===== src/rtl/sr_pkg.sv =====
// Shared constants for the synchronous set/reset flip-flop bank.
// Command pairs are {s, r}; conflict modes select the s=r=1 response.
package sr_pkg;

  localparam int CM_RESET_DOM = 0;
  localparam int CM_SET_DOM   = 1;
  localparam int CM_HOLD      = 2;
  localparam int CM_TOGGLE    = 3;

  localparam int FILT_W = 4;

  typedef enum logic [1:0] {
    CMD_IDLE = 2'b00,
    CMD_RST  = 2'b01,
    CMD_SET  = 2'b10,
    CMD_BOTH = 2'b11
  } cmd_e;

endpackage


===== src/rtl/sr_ff_cell.sv =====
// One channel: run-length command filter, fire decode, latched q/q_n,
// registered edge pulses and a sticky conflict flag.
module sr_ff_cell
  import sr_pkg::*;
#(
  parameter int   FILTER        = 1,
  parameter int   CONFLICT_MODE = CM_RESET_DOM,
  parameter logic INIT          = 1'b0
) (
  input  logic clk,
  input  logic rst_n,
  input  logic en,
  input  logic s,
  input  logic r,
  input  logic conflict_clr,
  output logic q,
  output logic q_n,
  output logic rise,
  output logic fall,
  output logic conflict
);

  localparam logic [FILT_W-1:0] FILT_MAX = FILT_W'(FILTER);
  localparam logic [FILT_W-1:0] ONE      = FILT_W'(1);

  cmd_e              c;
  cmd_e              p;
  cmd_e              p_next;
  logic [FILT_W-1:0] cnt;
  logic [FILT_W-1:0] cnt_next;
  logic              fire;
  logic              q_next;

  assign c = cmd_e'({s, r});

  // NOTE: every always_comb output gets a default first so no path leaves it unassigned (no latch).
  always_comb begin
    p_next   = c;
    cnt_next = ONE;
    if (!en) begin
      p_next   = CMD_IDLE;
      cnt_next = '0;
    end else if (c == p) begin
      cnt_next = (cnt < FILT_MAX) ? cnt + ONE : FILT_MAX;
    end

    // Fires only on the edge the run first reaches FILTER, so a held command acts once.
    fire = en && (c != CMD_IDLE) && (cnt_next == FILT_MAX) &&
           ((c != p) || (cnt < FILT_MAX));

    q_next = q;
    if (fire) begin
      case (c)
        CMD_SET:  q_next = 1'b1;
        CMD_RST:  q_next = 1'b0;
        CMD_BOTH: begin
          case (CONFLICT_MODE)
            CM_RESET_DOM: q_next = 1'b0;
            CM_SET_DOM:   q_next = 1'b1;
            CM_TOGGLE:    q_next = ~q;
            default:      q_next = q;
          endcase
        end
        default:  q_next = q;
      endcase
    end
  end

  // NOTE: sequential state uses non-blocking assignments so every register samples pre-edge values.
  always_ff @(posedge clk) begin
    if (!rst_n) begin
      q        <= INIT;
      q_n      <= ~INIT;
      rise     <= 1'b0;
      fall     <= 1'b0;
      conflict <= 1'b0;
      p        <= CMD_IDLE;
      cnt      <= '0;
    end else begin
      q        <= q_next;
      q_n      <= ~q_next;
      rise     <= q_next & ~q;
      fall     <= ~q_next & q;
      conflict <= (fire && (c == CMD_BOTH)) | (conflict & ~conflict_clr);
      p        <= p_next;
      cnt      <= cnt_next;
    end
  end

endmodule


===== src/rtl/sr_ff_bank.sv =====
// Bank of WIDTH independent synchronous set/reset flip-flops with glitch
// filtering; each bit is one sr_ff_cell.
module sr_ff_bank
  import sr_pkg::*;
#(
  parameter int               WIDTH         = 8,
  parameter int               FILTER        = 1,
  parameter int               CONFLICT_MODE = CM_RESET_DOM,
  parameter logic [WIDTH-1:0] INIT          = {WIDTH{1'b0}}
) (
  input  logic             clk,
  input  logic             rst_n,
  input  logic             en,
  input  logic [WIDTH-1:0] s,
  input  logic [WIDTH-1:0] r,
  input  logic [WIDTH-1:0] conflict_clr,
  output logic [WIDTH-1:0] q,
  output logic [WIDTH-1:0] q_n,
  output logic [WIDTH-1:0] rise,
  output logic [WIDTH-1:0] fall,
  output logic [WIDTH-1:0] conflict
);

  if (FILTER < 1 || FILTER > 15) begin : g_bad_filter
    $error("sr_ff_bank: FILTER must be in 1..15");
  end
  if (CONFLICT_MODE < 0 || CONFLICT_MODE > 3) begin : g_bad_mode
    $error("sr_ff_bank: CONFLICT_MODE must be in 0..3");
  end

  for (genvar i = 0; i < WIDTH; i++) begin : g_cell
    sr_ff_cell #(
      .FILTER        (FILTER),
      .CONFLICT_MODE (CONFLICT_MODE),
      .INIT          (INIT[i])
    ) u_cell (
      .clk          (clk),
      .rst_n        (rst_n),
      .en           (en),
      .s            (s[i]),
      .r            (r[i]),
      .conflict_clr (conflict_clr[i]),
      .q            (q[i]),
      .q_n          (q_n[i]),
      .rise         (rise[i]),
      .fall         (fall[i]),
      .conflict     (conflict[i])
    );
  end

endmodule


===== config.mk =====
export PLATFORM = sky130hd
export DESIGN_NAME = sr_ff_bank
export DESIGN_NICKNAME = d
export VERILOG_FILES = /design/src/rtl/sr_pkg.sv /design/src/rtl/sr_ff_cell.sv /design/src/rtl/sr_ff_bank.sv
export SDC_FILE = /design/constraint.sdc
export NUM_CORES = 1
export LEC_CHECK = 0
export ABC_CLOCK_PERIOD_IN_PS = 1710
export CORE_ASPECT_RATIO = 0.7
export CORE_MARGIN = 5
export CORE_UTILIZATION = 47
export CTS_CLUSTER_SIZE = 25
export DETAILED_ROUTE_END_ITERATION = 7
export GPL_TIMING_DRIVEN = 0
export PLACE_DENSITY = 0.81
export SLEW_MARGIN = 40
export SYNTH_ARGS = -nofsm -noshare
export SYNTH_HDL_FRONTEND = slang
export SYNTH_SLANG_ARGS = --single-unit

===== constraint.sdc =====
create_clock -name clk -period 1.71 [get_ports clk]
set_input_delay 0.513 -clock clk [delete_from_list [all_inputs] [get_ports clk]]
set_output_delay 0.513 -clock clk [all_outputs]
set_load 0.02 [all_outputs]

Fig. 1: run 1, wiring by layer
Only two layers are drawn.
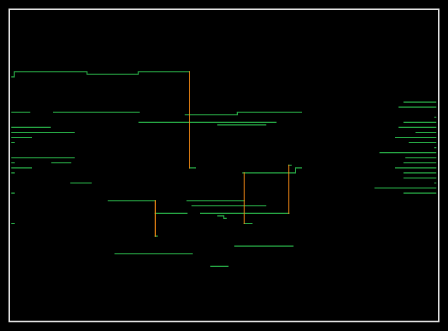
- metal 4: orange (wire length 61.9 microns)
- metal 3: green (wire length 519 microns)
routed len/inst: 14.7 microns
final WL: 8080 microns

Fig. 2: run 1, routing congestion
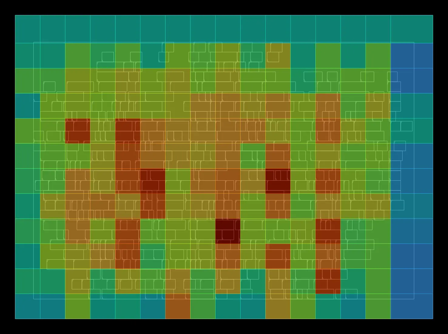
M2 GR Usage: 0.258
GR Util met1: 0.204
grt peak-use layer: met2
GRT met3 Usage: 0.0507

Fig. 3: run 1, where the registers sit
Scale bar: 20 microns. Other sequential cells in the stronger grey, the rest of the logic in the fainter grey.
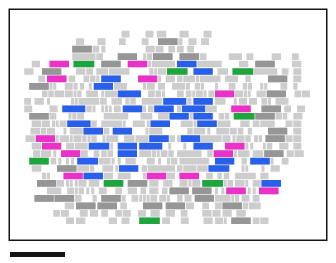
- `g_cell.u_cell.cnt`: blue (placed flops 32; where centre)
- `g_cell.u_cell.p`: magenta (placed flops 16)
- `g_cell.u_cell.q`: green (placed flops 8)
- not coloured: 32

==> out/results.tsv, run 1 <==
stage	metric	value	unit
yosys	mux_area_frac	0	
layout	syn_to_final_growth	32.3	%
critical_path	critPathKind	reg2reg	
detailed_routing	drt_pass1_iterations	4	
layout	layout.cells.non_filler	549	
yosys	syn_area	0.00364	sq mm
layout	design_area	0.00481	sq mm
detailed_routing	via_per_inst	4.99	
final_timing	max_freq	561	MHz
yosys	ys_sh_adder	0.0550	
detailed_routing	vias	2739	
yosys	synth.top_cells.by_count	dfxtp_1, buf_4, nand2_1	
cts	cts_tree	yes	
layout	drive_above_1_share	0.275	
outcome	status	finished, violations left	
layout	nets	490	
yosys	ys_seq_share	0.484	
outcome	violations	negative setup slack	
layout	final_cell_mix	dfxtp_1, buf_4, nand2_1	
global_routing	grt_pass1_vias	2686	
critical_path	crit_buf_inv	1	
power	p_leak	2.23	nW
power	ir_drop	0.000534	V
floorplan	die_y	83.6	microns
final_timing	fin_crit_sh	1.04	
critical_path	cp.required	2.00	ns
yosys	area_leaders	dfxtp_1, buf_4, ha_1, and3_1, xnor2_1	
cts	cts_sinks	88	
run	max-cap-violations	0	
placed_design	place_area	0.00443	sq mm
placed_design	hpwl	5430	microns
yosys	ys.flop_type	dfxtp_1	
yosys	ys_area	0.00364	sq mm
global_routing	grt_overflow	0	
yosys	synth_cells	361	
final_timing	setup_ws	-0.0730	ns
final_timing	finalSetupViolCount	4	
run 1: final timing paths:
kind	slack, ns	cells after the start	end
worst max register to register	-0.07	6	g_cell[3].u_cell.q
worst min-delay path	0.44	1	g_cell[1].u_cell.cnt[0]
worst max-delay path	-0.07	6	g_cell[3].u_cell.q
worst min register to register	0.44	1	g_cell[1].u_cell.cnt[0]
run 1: cell type report:
| type | instances | area (sq um) | area share |
|---|---|---|---|
| buffer | 50 | 374 | 0.0778 |
| inverter | 25 | 98.8 | 0.0205 |
| clock inverter | 3 | 42.5 | 0.00884 |
| clock buffer | 12 | 145 | 0.0302 |
| timing repair buffer | 68 | 611 | 0.127 |
| multi-input combinational | 205 | 1620 | 0.337 |
| sequential | 88 | 1800 | 0.373 |
| tap | 98 | 123 | 0.0255 |
run 1: through the flow:
stage,util,hold WS [ns]
after floorplan,-,0.450
after global placement,0.597,0.467
after detailed placement,0.597,0.468
after CTS,0.622,0.482
after global routing,0.649,0.459
final,0.649,0.440
run 1: state kept, by name, summed over array words and instances, names as in the netlist:
| signal | count |
|---|---|
| g_cell.u_cell.rise | 8 |
| g_cell.u_cell.p | 16 |
| g_cell.u_cell.conflict | 8 |
| g_cell.u_cell.fall | 8 |
| g_cell.u_cell.cnt | 32 |
| g_cell.u_cell.q | 8 |
| g_cell.u_cell.q_n | 8 |
run 1: power by group through the flow:
stage          Clock (mW)  Combinational (mW)  Sequential (mW)
3_3_place_gp            0               0.546             2.22
3_5_place_dp            0               0.559             2.22
5_1_grt              1.49               0.655             2.19
4_1_cts              1.41               0.547             2.18
6_report             1.39               0.606             2.18
2_1_floorplan           0               0.347             2.21
run 1: layer usage:
metal,track usage,share of wire
met5,0,0
met4,0.0416,0.0076
met3,0.0507,0.064
met2,0.258,0.49
met1,0.204,0.43
## Run 2: what changed since run 1
CORE_ASPECT_RATIO = 1.75   (was 0.7)
Fig. 4: run 2, routing congestion
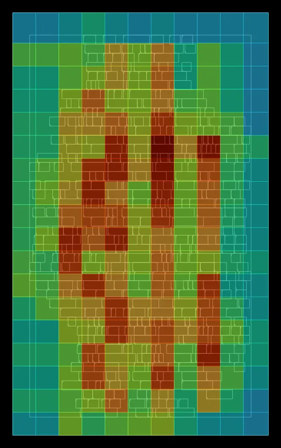
GR Util met1: 0.181
routed len/inst: 15.5 microns
M2 GR Usage: 0.326
GRT met3 Usage: 0.0362

==> out/results.tsv, run 2 <==
stage	metric	value	unit	change
layout	fin_util	0.661		+0.0121
detailed_routing	wirelength_met1	3190	microns	-8.9%
placed_design	place_area	0.00441	sq mm	-0.28%
detailed_routing	met2_length	4670	microns	+17%
outcome	status	complete, no violations		
run	max-cap-violations	0		unchanged
critical_path	cp.required	1.94	ns	-0.06 ns
critical_path	critPathKind	reg2reg		
yosys	area_leaders	dfxtp_1, buf_4, ha_1, and3_1, xnor2_1		
layout	reg_top3	g_cell.u_cell.cnt (32), g_cell.u_cell.p (16)		
global_routing	busiest_layer	met2		
yosys	ys_seq_share	0.484		unchanged
layout	top_register	g_cell.u_cell.cnt		
detailed_routing	top_layer_used	met4		
power	p_leak	2.37	nW	+6.5%
final_timing	fin_crit_sh	0.989		-0.0538
detailed_routing	via_per_inst	5.15		+3.2%
yosys	synth_cells	361		unchanged
power	ir_drop	0.000814	V	+52%
layout	nets	495		+1.0%
final_timing	max_freq	591	MHz	+5.4%
global_routing	grt_pass1_vias	2913		+8.5%
yosys	ys.flop_type	dfxtp_1		
layout	design_area	0.00500	sq mm	+3.9%
final_timing	setup_ws	0.0190	ns	+0.0920 ns
detailed_routing	drt_pass1_iterations	4		unchanged
yosys	syn_area	0.00364	sq mm	unchanged
layout	layout.cells.non_filler	545		-0.73%
final_timing	hold_slack	0.484	ns	+0.0438 ns
floorplan	die_y	126	microns	+51%
layout	syn_to_final_growth	37.5	%	
detailed_routing	wl_met3	331	microns	-36%
cts	cts_tree	yes		
yosys	synth.top_cells.by_count	dfxtp_1, buf_4, nand2_1		
Fig. 5: run 2, wiring by layer
Only two layers are drawn.
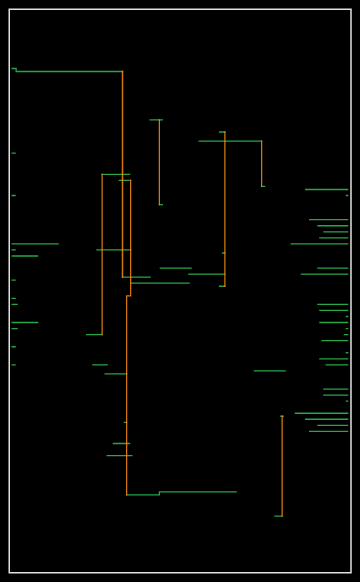
final WL: 8440 microns
GRT Overall Usage: 0.174
total number of vias: 2,805

-- run 2: logic make-up (layout without fill, tap and decap cells) --
group	count (synthesis)	in the layout	share of synthesized area
DFF	88	88	0.484
and+or+nand+nor	115	115	0.185
other	1	8	0.00103
xor gates and xnor gates	16	16	0.0385
AOI/OAI and AO/OA	50	50	0.107
adders and majority gates	16	16	0.0550
buffers and inverters	75	164	0.129
-- run 2: timing repair --
action,in CTS,in global routing
resized,68,50
pin swaps,8,16
buffers inserted,1,8
setup endpoints to repair,55,37
-- run 2: layout make-up --
cell class | instances | area [sq um] | area share
Inverter | 25 | 93.8 | 0.0188
Sequential cell | 88 | 1790 | 0.358
Tap cell | 88 | 110 | 0.0220
Timing Repair Buffer | 73 | 677 | 0.135
Clock buffer | 14 | 284 | 0.0568
Buffer | 50 | 377 | 0.0753
Multi-Input combinational cell | 205 | 1630 | 0.326
Clock inverter | 2 | 35.0 | 0.00701
-- run 2: path summary, 6_finish.rpt --
check	from	to	slack (ns)	depth (start not counted)
hold / removal	g_cell[7].u_cell.conflict	g_cell[7].u_cell.conflict	0.48	2
hold reg to reg	g_cell[7].u_cell.conflict	g_cell[7].u_cell.conflict	0.48	2
setup / recovery	g_cell[0].u_cell.cnt[0]	g_cell[0].u_cell.q	0.02	6
setup reg to reg	g_cell[0].u_cell.cnt[0]	g_cell[0].u_cell.q	0.02	6
-- run 2: critical path, cell delays in order (launching register included) --
cell       delay [ns]
dfxtp_4          0.35
inv_1            0.05
ha_1             0.13
or3b_4           0.40
a2111oi_4        0.28
o211ai_1         0.21
o211a_1          0.16
-- run 2: power by group --
group	switching (mW)	internal [mW]	total, mW	leakage, nW
clock	0.756	1.29	2.05	0.159
combinational	0.314	0.311	0.625	1.49
sequential	0.0548	2.13	2.18	0.727
total	1.13	3.73	4.85	2.37
## Run 3: what changed since run 2
ABC_CLOCK_PERIOD_IN_PS = default   (was 1710)
CTS_CLUSTER_SIZE = 10   (was 25)
Fig. 6: run 3, wiring by layer
Only two layers are drawn.
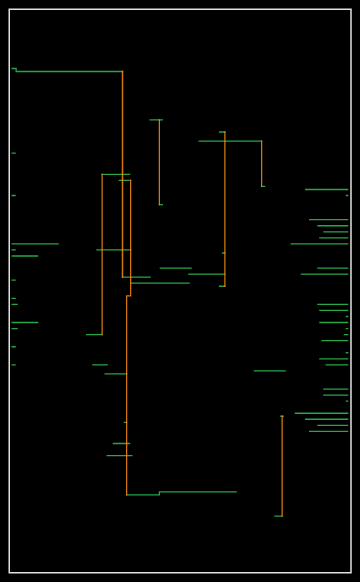
- metal 3: green (wire length 331 microns)
- metal 4: orange (wire length 240 microns)

==> out/results.tsv, run 3 <==
stage	metric	value	unit	change
power	p_int	3.73	mW	unchanged
worst_hold_path	hold_depth	2		unchanged
final_timing	max_freq	591	MHz	unchanged
placed_design	place_area	0.00441	sq mm	unchanged
yosys	synth.top_cells.by_count	dfxtp_1, buf_4, nand2_1		
power	netSwitchingFraction	0.232		unchanged
yosys	synth_cells	361		unchanged
power	power_frac_seq	0.450		about the same
layout	reg_top3	g_cell.u_cell.cnt (32), g_cell.u_cell.p (16)		
power	power.switching	1.13	mW	unchanged
layout	top_register	g_cell.u_cell.cnt		
run	max-cap-violations	0		unchanged
critical_path	cp.required	1.94	ns	about the same
power	p_leak	2.37	nW	unchanged
yosys	ys_sh_aoi	0.107		unchanged
yosys	ys_seq_share	0.484		unchanged
detailed_routing	vias	2805		unchanged
yosys	synthSimpleGateAreaFrac	0.185		unchanged
final_timing	fin_crit_sh	0.989		unchanged
floorplan	die_y	126	microns	unchanged
layout	design_area	0.00500	sq mm	unchanged
critical_path	r2r_cells	6		unchanged
detailed_routing	drt-total-wl	8440	microns	unchanged
global_routing	busiest_layer	met2		
outcome	status	complete, no violations		
global_routing	grtUsageMet2	0.326		unchanged
cts	cts_tree	yes		
final_timing	setup_ws	0.0190	ns	unchanged
global_routing	grt_pass1_vias	2913		unchanged
global_routing	met3_usage	0.0362		unchanged
power	comb_power_share	0.129		about the same
power	pwr-share-clk	0.421		about the same
layout	syn_to_final_growth	37.5	%	unchanged
layout	layout.cells.non_filler	545		unchanged
global_routing	grt_usage	0.174		unchanged
yosys	syn_area	0.00364	sq mm	unchanged
yosys	synth-xor-area-share	0.0385		unchanged
final_timing	hold_slack	0.484	ns	unchanged
Fig. 7: run 3, routing congestion
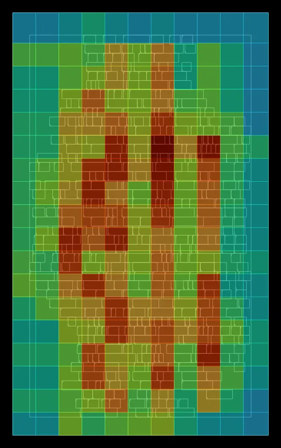
Core Util, Final: 0.661

## run 3: cell counts after synthesis
No cell type changed its count.
## run 3: layout make-up
type | instances | area (sq um)
fill | 579 | 2570
sequential | 88 | 1790
multi-input combinational | 205 | 1630
timing repair buffer | 73 | 677
buffer | 50 | 377
clock buffer | 14 | 284
tap | 88 | 110
inverter | 25 | 93.8
clock inverter | 2 | 35.0
## run 3: worst max path at each step
stage,end,from,cells after the start
2_1_floorplan,g_cell[0].u_cell.q_n,g_cell[0].u_cell.cnt[0],6
3_3_place_gp,g_cell[5].u_cell.q,r[5],5
3_5_place_dp,g_cell[3].u_cell.rise,rst_n,6
4_1_cts,g_cell[7].u_cell.rise,g_cell[7].u_cell.cnt[0],6
5_1_grt,g_cell[0].u_cell.q_n,g_cell[0].u_cell.cnt[0],6
6_report,g_cell[0].u_cell.q,g_cell[0].u_cell.cnt[0],6
## run 3: worst max-delay path: stages, from the launching register on
cell and delay (ns):
dfxtp_4 0.35, inv_1 0.05, ha_1 0.13, or3b_4 0.40, a2111oi_4 0.28, o211ai_1 0.21, o211a_1 0.16
## run 3: repair_timing
item,CTS,global route
setup buffers,1,8
pin swaps,8,16
setup endpoints to repair,55,37
resized,68,50
## run 3: routing by layer
metal | wire, microns | share of wire
met5 | 0 | 0
met4 | 240 | 0.028
met3 | 331 | 0.039
met2 | 4670 | 0.55
met1 | 3190 | 0.38
## run 3: power groups by stage
| stage | sequential [mW] | clock [mW] | combinational (mW) |
|---|---|---|---|
| 2_1_floorplan | 2.21 | 0 | 0.347 |
| 3_5_place_dp | 2.22 | 0 | 0.561 |
| 4_1_cts | 2.18 | 2.07 | 0.570 |
| 3_3_place_gp | 2.22 | 0 | 0.545 |
| 5_1_grt | 2.19 | 2.17 | 0.673 |
| 6_report | 2.18 | 2.05 | 0.625 |
Power figures rest on the tool's default switching activity, not on a simulated workload.
